Fig. 1: signal wires on met2
Cells faint in the background.
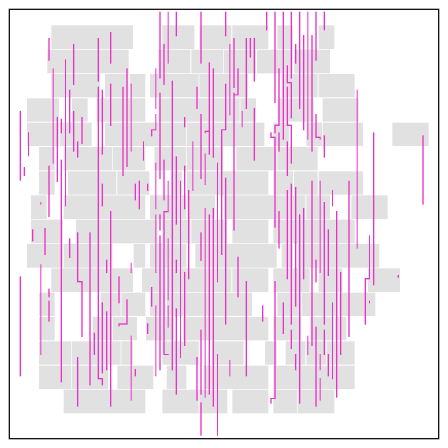
Fig. 2: port wiring
Bar = 10 um.
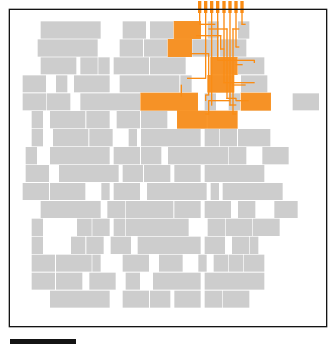
Fig. 3: signal wires on met1
Supply wires on this layer in grey. Cells faint in the background.
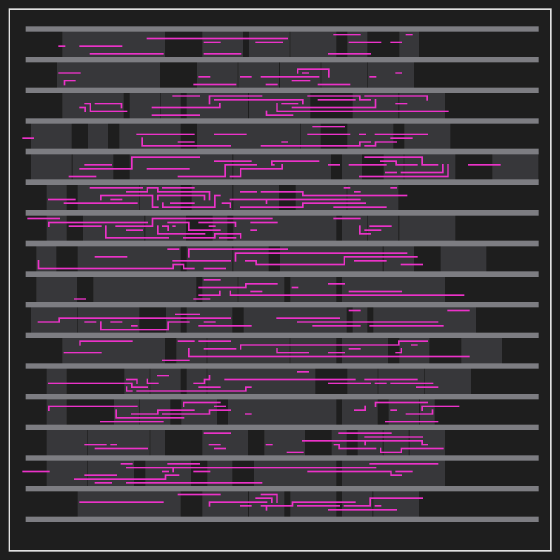
Fig. 4: routing congestion
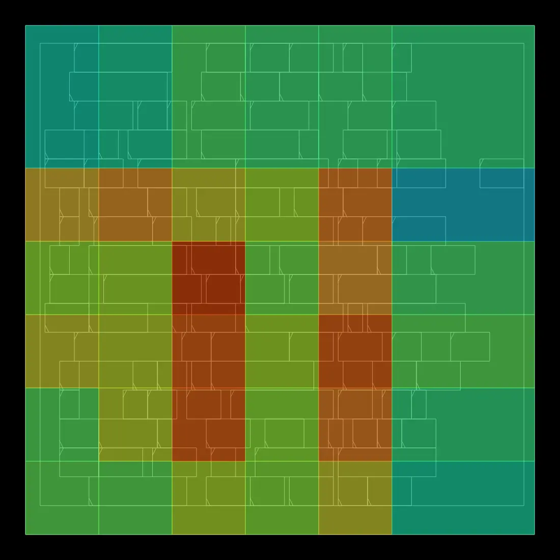
Fig. 5: where the registers sit
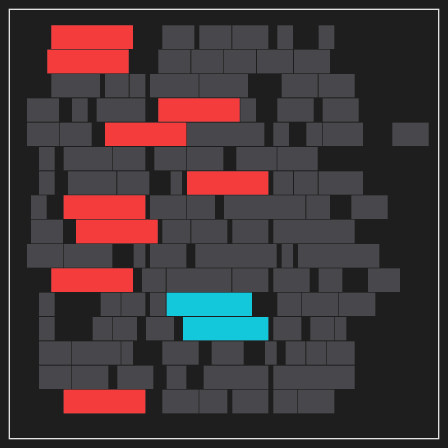
[src/rtl/instr_sequencer_pkg.sv]
// Shared opcode and state definitions for the instruction sequencer, its ALU and its control decode.
package instr_sequencer_pkg;

   localparam int INSTR_W = 16;
   localparam int REG_CNT = 8;

   typedef enum logic [2:0] {
      OP_MV  = 3'b000,
      OP_MVI = 3'b001,
      OP_ADD = 3'b010,
      OP_SUB = 3'b011,
      OP_AND = 3'b100,
      OP_OR  = 3'b101,
      OP_SLT = 3'b110,
      OP_NOP = 3'b111
   } opcode_t;

   typedef enum logic [1:0] {
      IDLE = 2'd0,
      T1   = 2'd1,
      T2   = 2'd2,
      T3   = 2'd3
   } state_t;

   // ALU instructions take the three-step path, everything else finishes in T1.
   function automatic logic is_alu_op(input opcode_t op);
      return (op != OP_MV) && (op != OP_MVI) && (op != OP_NOP);
   endfunction

endpackage

[src/rtl/instr_sequencer_if.sv]
// Instruction input handshake and datapath control bus of the sequencer.
interface instr_sequencer_if;
   import instr_sequencer_pkg::*;

   logic [INSTR_W-1:0] iin;
   logic               run;
   logic               busy;
   logic               done;
   logic [2:0]         OpSelect;
   logic [2:0]         regNumSelect;
   logic               Rselect;
   logic               Iselect;
   logic               Aenable;
   logic               Renable;
   logic [REG_CNT-1:0] rEnable;

   modport master (
      output iin, run,
      input  busy, done, OpSelect, regNumSelect, Rselect, Iselect, Aenable, Renable, rEnable
   );

   modport slave (
      input  iin, run,
      output busy, done, OpSelect, regNumSelect, Rselect, Iselect, Aenable, Renable, rEnable
   );
endinterface

[src/rtl/instr_sequencer_reg_decoder.sv]
// 3-to-8 one-hot register write-enable decoder, gated by a write strobe.
module reg_decoder
   import instr_sequencer_pkg::*;
(
   input  logic [2:0]         reg_num,
   input  logic               strobe,
   output logic [REG_CNT-1:0] onehot
);

   always_comb begin
      onehot = '0;
      if (strobe)
         onehot[reg_num] = 1'b1;
   end

endmodule

[src/rtl/instr_sequencer.sv]
// Multi-cycle control sequencer: latches an instruction on run and steps the datapath controls through T1..T3.
module instr_sequencer
   import instr_sequencer_pkg::*;
(
   input  logic                clock,
   input  logic                Resetn,
   instr_sequencer_if.slave    bus
);

   state_t             state;
   logic [INSTR_W-1:0] ir;
   opcode_t            op;
   logic [2:0]         rx;
   logic [2:0]         ry;
   logic               write_strobe;

   assign op = opcode_t'(ir[15:13]);
   assign rx = ir[12:10];
   assign ry = ir[9:7];

   always_ff @(posedge clock or negedge Resetn) begin
      if (!Resetn) begin
         state <= IDLE;
         ir    <= '0;
      end else begin
         case (state)
            IDLE: begin
               if (bus.run) begin
                  ir    <= bus.iin;
                  state <= T1;
               end
            end
            T1:      state <= is_alu_op(op) ? T2 : IDLE;
            T2:      state <= T3;
            default: state <= IDLE;
         endcase
      end
   end

   // Controls depend only on state and IR, so reset clears them the moment state returns to IDLE.
   always_comb begin
      bus.busy         = (state != IDLE);
      bus.done         = 1'b0;
      bus.OpSelect     = 3'b000;
      bus.regNumSelect = 3'b000;
      bus.Rselect      = 1'b0;
      bus.Iselect      = 1'b0;
      bus.Aenable      = 1'b0;
      bus.Renable      = 1'b0;
      write_strobe     = 1'b0;
      case (state)
         T1: begin
            bus.OpSelect = op;
            case (op)
               OP_MV: begin
                  bus.regNumSelect = ry;
                  write_strobe     = 1'b1;
                  bus.done         = 1'b1;
               end
               OP_MVI: begin
                  bus.Iselect  = 1'b1;
                  write_strobe = 1'b1;
                  bus.done     = 1'b1;
               end
               OP_NOP: bus.done = 1'b1;
               default: begin
                  bus.regNumSelect = rx;
                  bus.Aenable      = 1'b1;
               end
            endcase
         end
         T2: begin
            bus.OpSelect     = op;
            bus.regNumSelect = ry;
            bus.Renable      = 1'b1;
         end
         T3: begin
            bus.OpSelect = op;
            bus.Rselect  = 1'b1;
            write_strobe = 1'b1;
            bus.done     = 1'b1;
         end
         default: ;
      endcase
   end

   reg_decoder u_reg_decoder (
      .reg_num (rx),
      .strobe  (write_strobe),
      .onehot  (bus.rEnable)
   );

endmodule

[src/flat_wrapper.sv]
// flat-port wrapper written by rule: the top's interface ports become plain ports
module instr_sequencer_flat import instr_sequencer_pkg::*;
  (clock, Resetn, bus_iin, bus_run, bus_busy, bus_done, bus_OpSelect, bus_regNumSelect, bus_Rselect, bus_Iselect, bus_Aenable, bus_Renable, bus_rEnable);
  instr_sequencer_if bus_i ();
  input  logic clock;
  input  logic Resetn;
  input wire logic [$bits(bus_i.iin)-1:0] bus_iin;
  input wire logic [$bits(bus_i.run)-1:0] bus_run;
  output wire logic [$bits(bus_i.busy)-1:0] bus_busy;
  output wire logic [$bits(bus_i.done)-1:0] bus_done;
  output wire logic [$bits(bus_i.OpSelect)-1:0] bus_OpSelect;
  output wire logic [$bits(bus_i.regNumSelect)-1:0] bus_regNumSelect;
  output wire logic [$bits(bus_i.Rselect)-1:0] bus_Rselect;
  output wire logic [$bits(bus_i.Iselect)-1:0] bus_Iselect;
  output wire logic [$bits(bus_i.Aenable)-1:0] bus_Aenable;
  output wire logic [$bits(bus_i.Renable)-1:0] bus_Renable;
  output wire logic [$bits(bus_i.rEnable)-1:0] bus_rEnable;
  assign bus_i.iin = bus_iin;
  assign bus_i.run = bus_run;
  assign bus_busy = bus_i.busy;
  assign bus_done = bus_i.done;
  assign bus_OpSelect = bus_i.OpSelect;
  assign bus_regNumSelect = bus_i.regNumSelect;
  assign bus_Rselect = bus_i.Rselect;
  assign bus_Iselect = bus_i.Iselect;
  assign bus_Aenable = bus_i.Aenable;
  assign bus_Renable = bus_i.Renable;
  assign bus_rEnable = bus_i.rEnable;
  instr_sequencer u_core (.clock(clock), .Resetn(Resetn), .bus(bus_i));
endmodule
[config.mk]
export PLATFORM = sky130hd
export DESIGN_NAME = instr_sequencer_flat
export DESIGN_NICKNAME = d
export VERILOG_FILES = /design/src/rtl/instr_sequencer_pkg.sv /design/src/rtl/instr_sequencer_if.sv /design/src/rtl/instr_sequencer_reg_decoder.sv /design/src/rtl/instr_sequencer.sv /design/src/flat_wrapper.sv
export SDC_FILE = /design/constraint.sdc
export NUM_CORES = 1
export LEC_CHECK = 0
export CAP_MARGIN = 10
export CORE_UTILIZATION = 34
export DETAILED_ROUTE_END_ITERATION = 7
export GPL_TIMING_DRIVEN = 0
export PLACE_DENSITY = 0.78
export RECOVER_POWER = 25
export SETUP_SLACK_MARGIN = 0.1
export SLEW_MARGIN = 20
export SYNTH_ARGS = -nofsm -noshare
export SYNTH_HDL_FRONTEND = slang
export SYNTH_HIERARCHICAL = 1
export SYNTH_SLANG_ARGS = --single-unit
[constraint.sdc]
create_clock -name clock -period 1.33 [get_ports clock]
set_input_delay 0.133 -clock clock [delete_from_list [all_inputs] [get_ports clock]]
set_output_delay 0.133 -clock clock [all_outputs]
set_load 0.005 [all_outputs]
==> out/metrics.cfg <==
[floorplanning]
fp_util_pct=36.2
die_y_um=47.9
num_tap_cells=27
num_io_pins=39
rows=16

[logic_synthesis]
synth.most_common_cell=dfrtp_1
synthTopLogicFamily=simple AND/OR/NAND/NOR gates
ys_sh_xor_pct=0
synthTopCellsByCount=dfrtp_1, mux2_2, ha_1, inv_1
syn_avg_cell_area_um2=11.6
adder_share_pct=8.73
area_leaders=dfrtp_1, mux2_2, ha_1
ff_type=dfrtp_1
syn_area_um2=717
yosys_cells=62
compound_area_share_pct=10.8
async_reset_ff_share_pct=100
simple_gate_share_pct=25.8

[sta]
slew_viol_final=0
fmax_ghz=0.574
tightest_slew_ns=0.538
worst_clock_skew_ns=0.00270
fin_crit_sh_pct=131
rsz0062_at_grt=true
setup_violations=29
maxSlewHeadroom_pct=64.0
hold_viol_final=0
min_period_ns=1.74
timing.final.ws_setup_ns=-0.413

[power_and_ir_drop]
p_comb_share_pct=67.3
ir_drop_mv=1.34
total_power_mw=3.13
comb_power_mw=2.11
clkPwrFrac_pct=7.3
power_leader=combinational logic
p_seq_share_pct=25.4
powerClk_uw=230

[layout]
nFillCells=151
buf_share_pct=29.7
largest_class=multi-input combinational cells
signal_buffers=46
largest_reg_flops=9
n_antenna_cell=0
design_area_um2=1370
area_growth_pct=90.6
final_common_cell=buf_6
clkbuf_count=4
comb_share_pct=44.3
reg_top3=u_core/ir: 9 flops, u_core/state: 2 flops
finalNetCount=138
lay_top_cells=buf_6, buf_2, clkdlybuf4s50_1, dfrtp_1, mux2_4

[route]
first_iter_violations=10
avgViaCountPerCell=5.04
first_pass_iters=4
met3_length_um=65
drtAntennaViolNets=0
wl_met2_mm=1.18

[worst_setup_path]
reg2reg_slack_ns=-0.16
critPathKind=flip-flop to output pin
critical_path.endpoint=bus_rEnable[4]
r2r_cells=6
timing.rr.end=u_core/ir[7]
cp_top_family=flip-flops
critPathMaxStageDelay_ns=0.47
cp-end-kind=output pin

[clock_network]
cts_num_sinks=11
holdBufCountCts=0
cts_tree=built
clock_path_buffers=2
post_cts_buffers=12
htreeDepth=1

[global_route]
grt.overflow.total=0
grt_max_degree=12
use_met3_pct=1.51
global_route.usage.met2_pct=31.4

[job]
warning_count=40
cap_violations=0

[placed_design]
place_inst=120
dpl.hpwl_mm=1.22
gp_congestion=0.756
placed_area_um2=1110
dp_slack_ns=-0.537

[run_status]
status=finished, violations left
violations=setup timing

[hold_path]
hold_class=input port to async pin

Back to the opening pictures, Fig. 1:
main direction: vertical
wire length on this layer: 1,180 um
share of all routed wire: 53%
longest straight run: 32.6 um
nets with wire on the layer: 115

Back to the opening pictures, Fig. 2:
legend:
  bus_rEnable:
    colour: orange
    bits: 8
    direction: output
    edge: top
    end_cells: 8
    wire: 141 um

Back to the opening pictures, Fig. 3:
wire length on this layer: 941 um
share of all routed wire: 42%
M1 GR Usage: 24.2%
WL final: 2.23 mm
DR vias: 706

Back to the opening pictures, Fig. 4:
Final Util: 68.9%
gr usage total: 19.1%
GRT Max-Usage Layer: met2

Back to the opening pictures, Fig. 5:
legend:
  u_core/state:
    colour: cyan
    flops: 2
  u_core/ir:
    colour: red
    flops: 9
Seq. pwr: 796 uW
fraction of area in registers: 20.3%

Power and IR drop assume default switching activity.
